met3.png
Drawn at 6 px/um.
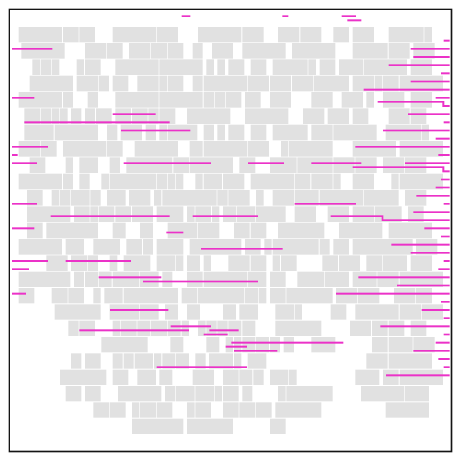
wire_density.png
Drawn at 4 px/um. 15 x 15 tiles, from dark blue (low) to red (high), scaled to the fullest tile. Values are wire area over tile area, all layers added.
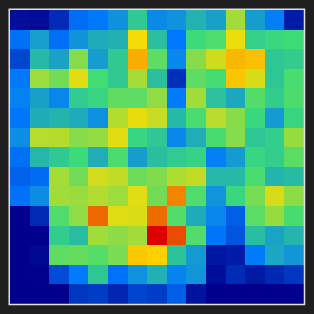
met2.png
Drawn at 6 px/um.
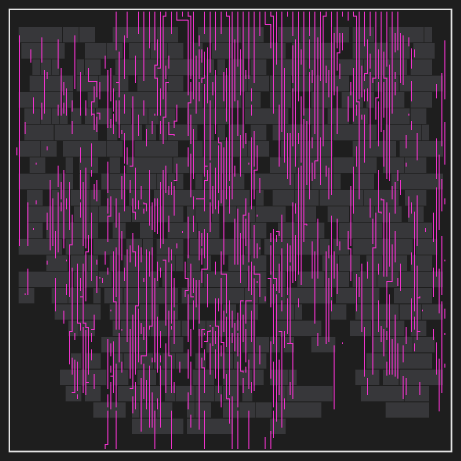
--- src/rtl/run_pkg.sv ---
`default_nettype none
// ============================================================================
// Module      : run_pkg
// Description : Shared types and default widths for the run sequencer slice.
// Revision    : 1.0 - initial release
// ============================================================================
package run_pkg;

  localparam int DEF_AW = 8;
  localparam int DEF_DW = 8;
  localparam int DEF_CW = 16;

  typedef enum logic [1:0] {
    IDLE = 2'd0,
    LOAD = 2'd1,
    RUN  = 2'd2,
    DONE = 2'd3
  } run_state_t;

  // The host owns the memory port (readback) only while the core is parked.
  function automatic logic is_host_side(input run_state_t s);
    return (s == IDLE) || (s == DONE);
  endfunction

endpackage
`default_nettype wire

--- src/rtl/run_sequencer_if.sv ---
`default_nettype none
// ============================================================================
// Module      : run_sequencer_if
// Description : Host, core and data-memory signals of the run sequencer.
// Revision    : 1.0 - initial release
// ============================================================================
interface run_sequencer_if
  import run_pkg::*;
#(
  parameter int AW = DEF_AW,
  parameter int DW = DEF_DW,
  parameter int CW = DEF_CW
);

  logic          start;
  logic          ld_valid;
  logic          ld_ready;
  logic [AW-1:0] ld_addr;
  logic [DW-1:0] ld_data;
  logic          ld_last;
  logic          rd_req;
  logic [AW-1:0] rd_addr;
  logic          rd_valid;
  logic [DW-1:0] rd_data;
  logic          core_reset;
  logic          core_done;
  logic          core_we;
  logic [AW-1:0] core_addr;
  logic [DW-1:0] core_wdata;
  logic [DW-1:0] core_rdata;
  logic          mem_we;
  logic [AW-1:0] mem_addr;
  logic [DW-1:0] mem_wdata;
  logic [DW-1:0] mem_rdata;
  logic          busy;
  logic          finished;
  logic          timeout;
  logic [CW-1:0] cycles;

  modport master (
    output start, ld_valid, ld_addr, ld_data, ld_last, rd_req, rd_addr,
           core_done, core_we, core_addr, core_wdata, mem_rdata,
    input  ld_ready, rd_valid, rd_data, core_reset, core_rdata,
           mem_we, mem_addr, mem_wdata, busy, finished, timeout, cycles
  );

  modport slave (
    input  start, ld_valid, ld_addr, ld_data, ld_last, rd_req, rd_addr,
           core_done, core_we, core_addr, core_wdata, mem_rdata,
    output ld_ready, rd_valid, rd_data, core_reset, core_rdata,
           mem_we, mem_addr, mem_wdata, busy, finished, timeout, cycles
  );

endinterface
`default_nettype wire

--- src/rtl/run_sequencer_cycle_counter.sv ---
`default_nettype none
// ============================================================================
// Module      : cycle_counter
// Description : CW-wide saturating cycle counter with synchronous clear.
// Revision    : 1.0 - initial release
// ============================================================================
module cycle_counter #(
  parameter int CW = 16
) (
  input  logic          clk,
  input  logic          rst,
  input  logic          clr_i,
  input  logic          en_i,
  output logic [CW-1:0] count_o
);

  logic [CW-1:0] count_q;

  always_ff @(posedge clk) begin
    if (rst || clr_i) begin
      count_q <= '0;
    end else if (en_i && (count_q != {CW{1'b1}})) begin
      count_q <= count_q + 1'b1;
    end
  end

  assign count_o = count_q;

endmodule
`default_nettype wire

--- src/rtl/run_sequencer.sv ---
`default_nettype none
// ============================================================================
// Module      : run_sequencer
// Description : Session FSM (IDLE/LOAD/RUN/DONE) and dat_mem port mux between
//               host preload/readback and the single-cycle core.
// Revision    : 1.0 - initial release
// ============================================================================
module run_sequencer
  import run_pkg::*;
#(
  parameter int AW      = DEF_AW,
  parameter int DW      = DEF_DW,
  parameter int CW      = DEF_CW,
  parameter int MAX_CYC = 4000
) (
  input  logic          clk,
  input  logic          reset,
  run_sequencer_if.slave bus
);

  localparam logic [CW-1:0] C_LIMIT = CW'(MAX_CYC - 1);

  run_state_t    state_q;
  logic          core_reset_q;
  logic          ld_ready_q;
  logic          busy_q;
  logic          finished_q;
  logic          timeout_q;
  logic          rd_valid_q;
  logic [DW-1:0] rd_data_q;
  logic [CW-1:0] cycles_q;

  logic          in_run;
  logic          host_side;
  logic          done_hit;
  logic          limit_hit;
  logic          cnt_clr;
  logic          cnt_en;

  logic          mem_we_mux;
  logic [AW-1:0] mem_addr_mux;
  logic [DW-1:0] mem_wdata_mux;
  logic [DW-1:0] core_rdata_mux;

  assign in_run    = (state_q == RUN);
  assign host_side = is_host_side(state_q);

  // A done seen while cycles==0 is stale from the core's reset PC.
  assign done_hit  = in_run && bus.core_done && (cycles_q != '0);
  assign limit_hit = in_run && (cycles_q == C_LIMIT);

  // The completing cycle counts on done, but a timeout freezes at MAX_CYC-1.
  assign cnt_en  = in_run && (done_hit || !limit_hit);
  assign cnt_clr = ((state_q == LOAD) && bus.ld_valid && bus.ld_last) ||
                   ((state_q == DONE) && bus.start);

  cycle_counter #(
    .CW (CW)
  ) u_cycle_counter (
    .clk     (clk),
    .rst     (reset),
    .clr_i   (cnt_clr),
    .en_i    (cnt_en),
    .count_o (cycles_q)
  );

  always_comb begin
    mem_we_mux     = 1'b0;
    mem_addr_mux   = bus.rd_addr;
    mem_wdata_mux  = '0;
    core_rdata_mux = '0;
    case (state_q)
      LOAD: begin
        mem_we_mux    = bus.ld_valid;
        mem_addr_mux  = bus.ld_addr;
        mem_wdata_mux = bus.ld_data;
      end
      RUN: begin
        mem_we_mux     = bus.core_we;
        mem_addr_mux   = bus.core_addr;
        mem_wdata_mux  = bus.core_wdata;
        core_rdata_mux = bus.mem_rdata;
      end
      default: ;
    endcase
  end

  always_ff @(posedge clk) begin
    if (reset) begin
      state_q      <= IDLE;
      core_reset_q <= 1'b1;
      ld_ready_q   <= 1'b0;
      busy_q       <= 1'b0;
      finished_q   <= 1'b0;
      timeout_q    <= 1'b0;
      rd_valid_q   <= 1'b0;
      rd_data_q    <= '0;
    end else begin
      rd_valid_q <= host_side && bus.rd_req;
      if (host_side && bus.rd_req) begin
        rd_data_q <= bus.mem_rdata;
      end
      case (state_q)
        IDLE, DONE: begin
          if (bus.start) begin
            state_q    <= LOAD;
            ld_ready_q <= 1'b1;
            busy_q     <= 1'b1;
            finished_q <= 1'b0;
            timeout_q  <= 1'b0;
          end
        end
        LOAD: begin
          if (bus.ld_valid && bus.ld_last) begin
            state_q      <= RUN;
            ld_ready_q   <= 1'b0;
            core_reset_q <= 1'b0;
          end
        end
        RUN: begin
          if (done_hit || limit_hit) begin
            state_q      <= DONE;
            core_reset_q <= 1'b1;
            busy_q       <= 1'b0;
            finished_q   <= 1'b1;
            timeout_q    <= !done_hit;
          end
        end
        default: state_q <= IDLE;
      endcase
    end
  end

  assign bus.ld_ready   = ld_ready_q;
  assign bus.rd_valid   = rd_valid_q;
  assign bus.rd_data    = rd_data_q;
  assign bus.core_reset = core_reset_q;
  assign bus.core_rdata = core_rdata_mux;
  assign bus.mem_we     = mem_we_mux;
  assign bus.mem_addr   = mem_addr_mux;
  assign bus.mem_wdata  = mem_wdata_mux;
  assign bus.busy       = busy_q;
  assign bus.finished   = finished_q;
  assign bus.timeout    = timeout_q;
  assign bus.cycles     = cycles_q;

endmodule
`default_nettype wire

--- src/flat_wrapper.sv ---
// flat-port wrapper written by rule: the top's interface ports become plain ports
module run_sequencer_flat import run_pkg::*;
#(
  parameter int AW      = DEF_AW,
  parameter int DW      = DEF_DW,
  parameter int CW      = DEF_CW,
  parameter int MAX_CYC = 4000
)
  (clk, reset, bus_start, bus_ld_valid, bus_ld_addr, bus_ld_data, bus_ld_last, bus_rd_req, bus_rd_addr, bus_core_done, bus_core_we, bus_core_addr, bus_core_wdata, bus_mem_rdata, bus_ld_ready, bus_rd_valid, bus_rd_data, bus_core_reset, bus_core_rdata, bus_mem_we, bus_mem_addr, bus_mem_wdata, bus_busy, bus_finished, bus_timeout, bus_cycles);
  run_sequencer_if #(.AW(AW), .DW(DW), .CW(CW)) bus_i ();
  input  logic clk;
  input  logic reset;
  input wire logic [$bits(bus_i.start)-1:0] bus_start;
  input wire logic [$bits(bus_i.ld_valid)-1:0] bus_ld_valid;
  input wire logic [$bits(bus_i.ld_addr)-1:0] bus_ld_addr;
  input wire logic [$bits(bus_i.ld_data)-1:0] bus_ld_data;
  input wire logic [$bits(bus_i.ld_last)-1:0] bus_ld_last;
  input wire logic [$bits(bus_i.rd_req)-1:0] bus_rd_req;
  input wire logic [$bits(bus_i.rd_addr)-1:0] bus_rd_addr;
  input wire logic [$bits(bus_i.core_done)-1:0] bus_core_done;
  input wire logic [$bits(bus_i.core_we)-1:0] bus_core_we;
  input wire logic [$bits(bus_i.core_addr)-1:0] bus_core_addr;
  input wire logic [$bits(bus_i.core_wdata)-1:0] bus_core_wdata;
  input wire logic [$bits(bus_i.mem_rdata)-1:0] bus_mem_rdata;
  output wire logic [$bits(bus_i.ld_ready)-1:0] bus_ld_ready;
  output wire logic [$bits(bus_i.rd_valid)-1:0] bus_rd_valid;
  output wire logic [$bits(bus_i.rd_data)-1:0] bus_rd_data;
  output wire logic [$bits(bus_i.core_reset)-1:0] bus_core_reset;
  output wire logic [$bits(bus_i.core_rdata)-1:0] bus_core_rdata;
  output wire logic [$bits(bus_i.mem_we)-1:0] bus_mem_we;
  output wire logic [$bits(bus_i.mem_addr)-1:0] bus_mem_addr;
  output wire logic [$bits(bus_i.mem_wdata)-1:0] bus_mem_wdata;
  output wire logic [$bits(bus_i.busy)-1:0] bus_busy;
  output wire logic [$bits(bus_i.finished)-1:0] bus_finished;
  output wire logic [$bits(bus_i.timeout)-1:0] bus_timeout;
  output wire logic [$bits(bus_i.cycles)-1:0] bus_cycles;
  assign bus_i.start = bus_start;
  assign bus_i.ld_valid = bus_ld_valid;
  assign bus_i.ld_addr = bus_ld_addr;
  assign bus_i.ld_data = bus_ld_data;
  assign bus_i.ld_last = bus_ld_last;
  assign bus_i.rd_req = bus_rd_req;
  assign bus_i.rd_addr = bus_rd_addr;
  assign bus_i.core_done = bus_core_done;
  assign bus_i.core_we = bus_core_we;
  assign bus_i.core_addr = bus_core_addr;
  assign bus_i.core_wdata = bus_core_wdata;
  assign bus_i.mem_rdata = bus_mem_rdata;
  assign bus_ld_ready = bus_i.ld_ready;
  assign bus_rd_valid = bus_i.rd_valid;
  assign bus_rd_data = bus_i.rd_data;
  assign bus_core_reset = bus_i.core_reset;
  assign bus_core_rdata = bus_i.core_rdata;
  assign bus_mem_we = bus_i.mem_we;
  assign bus_mem_addr = bus_i.mem_addr;
  assign bus_mem_wdata = bus_i.mem_wdata;
  assign bus_busy = bus_i.busy;
  assign bus_finished = bus_i.finished;
  assign bus_timeout = bus_i.timeout;
  assign bus_cycles = bus_i.cycles;
  run_sequencer #(.AW(AW), .DW(DW), .CW(CW), .MAX_CYC(MAX_CYC)) u_core (.clk(clk), .reset(reset), .bus(bus_i));
endmodule
--- config.mk ---
export PLATFORM = sky130hd
export DESIGN_NAME = run_sequencer_flat
export DESIGN_NICKNAME = d
export VERILOG_FILES = /design/src/rtl/run_pkg.sv /design/src/rtl/run_sequencer_if.sv /design/src/rtl/run_sequencer_cycle_counter.sv /design/src/rtl/run_sequencer.sv /design/src/flat_wrapper.sv
export SDC_FILE = /design/constraint.sdc
export NUM_CORES = 1
export LEC_CHECK = 0
export ABC_CLOCK_PERIOD_IN_PS = 2200
export CAP_MARGIN = 5
export CORE_MARGIN = 1
export CORE_UTILIZATION = 38
export CTS_CLUSTER_DIAMETER = 40
export CTS_CLUSTER_SIZE = 30
export DETAILED_ROUTE_END_ITERATION = 16
export PLACE_DENSITY_LB_ADDON = 0.25
export SYNTH_ARGS = -nofsm -noshare
export SYNTH_HDL_FRONTEND = slang
export SYNTH_SLANG_ARGS = --single-unit
--- constraint.sdc ---
create_clock -name clk -period 2.2 [get_ports clk]
set_clock_uncertainty 0.05 [all_clocks]
set_input_delay 0.44 -clock clk [delete_from_list [all_inputs] [get_ports clk]]
set_output_delay 0.44 -clock clk [all_outputs]
set_load 0.1 [all_outputs]
==> run summary <==
Figures from the implementation reports.

- The achievable clock frequency is 461.2 MHz.
- The total DRC errors in the routed layout reads 0.
- In this run, flip-flops and latches consume 12.4% of the power.
- The port buffer count is 110.
- The synthesized instance count is 249.
- In the setup report, the worst path falls into the class flip-flop to output pin.
- Setup repair after global routing could not meet its margin everywhere.
- The synthesized-area fraction occupied by xor and xnor cells is 2.708%.
- Per the post-synthesis report, the nets total 310.
- The vias per cell reads 5.494.
- The horizontal die size is 73.46 um.
- The clock latency on the worst-skew pair reads 0.29 ns.
- The relative max-transition margin reads 67.24%.
- The total standard cell area after synthesis reads 0.001941 mm^2.
- The standard cell core area is 0.004817 mm^2.
- The all-layer global routing usage reads 24.44%.
- Ranking logic cells in the layout by count gives the top entries sky130_fd_sc_hd__clkdlybuf4s50_1, sky130_fd_sc_hd__buf_4, sky130_fd_sc_hd__nand2_1.
- The final setup slack of the worst path reads 0.03172 ns.
- The master of the slowest instance on the critical path is sky130_fd_sc_hd__dfxtp_2.
- The kind of launch point of the worst setup path is a flip-flop.
- Listed in order, past its start point the critical path passes inv_1, ha_1, buf_4, a22oi_1, nor2_4, buf_12.
- The slew at the pin closest to its max-slew limit reads 0.4905 ns.
- The number of antenna cells inserted is 0.
- The number of stages on the worst setup path reads 6.
- The area fraction in mux cells is 0.5158%.
- STA shows the worst reg2reg path with a cell count of 7.
- The critical register-to-register path endpoint is u_core.u_cycle_counter.count_o[4].
- The CTS tree is yes.
- The area added between synthesis and finish is 89.04%.
- For this design the ratio of total power to cell area is 1617 mW/mm^2.
- The analysis attributes to net switching a power of 3395 uW.
- Counting the buffers created by CTS gives 5.
- The top cell family by delay on the critical path is buffers and inverters.
- The report counts max-capacitance violations totalling 0.
- The number of global-route vias before repair reads 2138.
- The flip-flop and latch count after synthesis is 32.
- The internal cell power reads 2538 uW.
- The final cell count without fillers is 429.
- The flow ran to the end, and the final reports show no timing, DRC or antenna violations.
- The top cell type in the final layout, fill and taps aside, is sky130_fd_sc_hd__clkdlybuf4s50_1.
- The routed length per placed instance is 16.08 um.
- For the worst setup path, the data required time is 1.71 ns.
## Picture notes: met3.png
main direction: horizontal
share of all routed wire: 8.0%
longest straight run: 23.9 um

## Picture notes: wire_density.png
densest ninth of the die: middle
mean over tiles: 0.21
nearly empty tiles: 6.7%
fullest tile: 0.51

## Picture notes: met2.png
wire length on this layer: 3430 um
share of all routed wire: 50%
nets with wire on the layer: 378
main direction: vertical
global routing usage on met2: 42.51%
total via count after detailed routing: 2357

==> sequential cells by signal, summed over array words and instances (netlist names) <==
signal / cells
u_core.bus.rd_valid: 1
u_core.u_cycle_counter.count_o: 16
u_core.state_q: 2
u_core.bus.timeout: 1
u_core.bus.busy: 1
u_core.bus.core_reset: 1
u_core.bus.rd_data: 8
u_core.bus.finished: 1
u_core.bus.ld_ready: 1
==> layout make-up <==
cell class / count / area (um^2)
multi-input cells: 193 / 1393
clock inverters: 1 / 5.005
fillers: 361 / 1149
well taps: 67 / 83.83
clock buffers: 7 / 97.59
flip-flops and latches: 32 / 668.1
inverters: 8 / 30.03
repair buffers: 121 / 1391
==> layer usage <==
metal,GRT usage (%),routed length (um)
met5,0,0
met4,8.547,167
met3,6.036,553
met2,42.51,3425
met1,29.12,2752
Power is estimated from default activity; no workload was simulated.
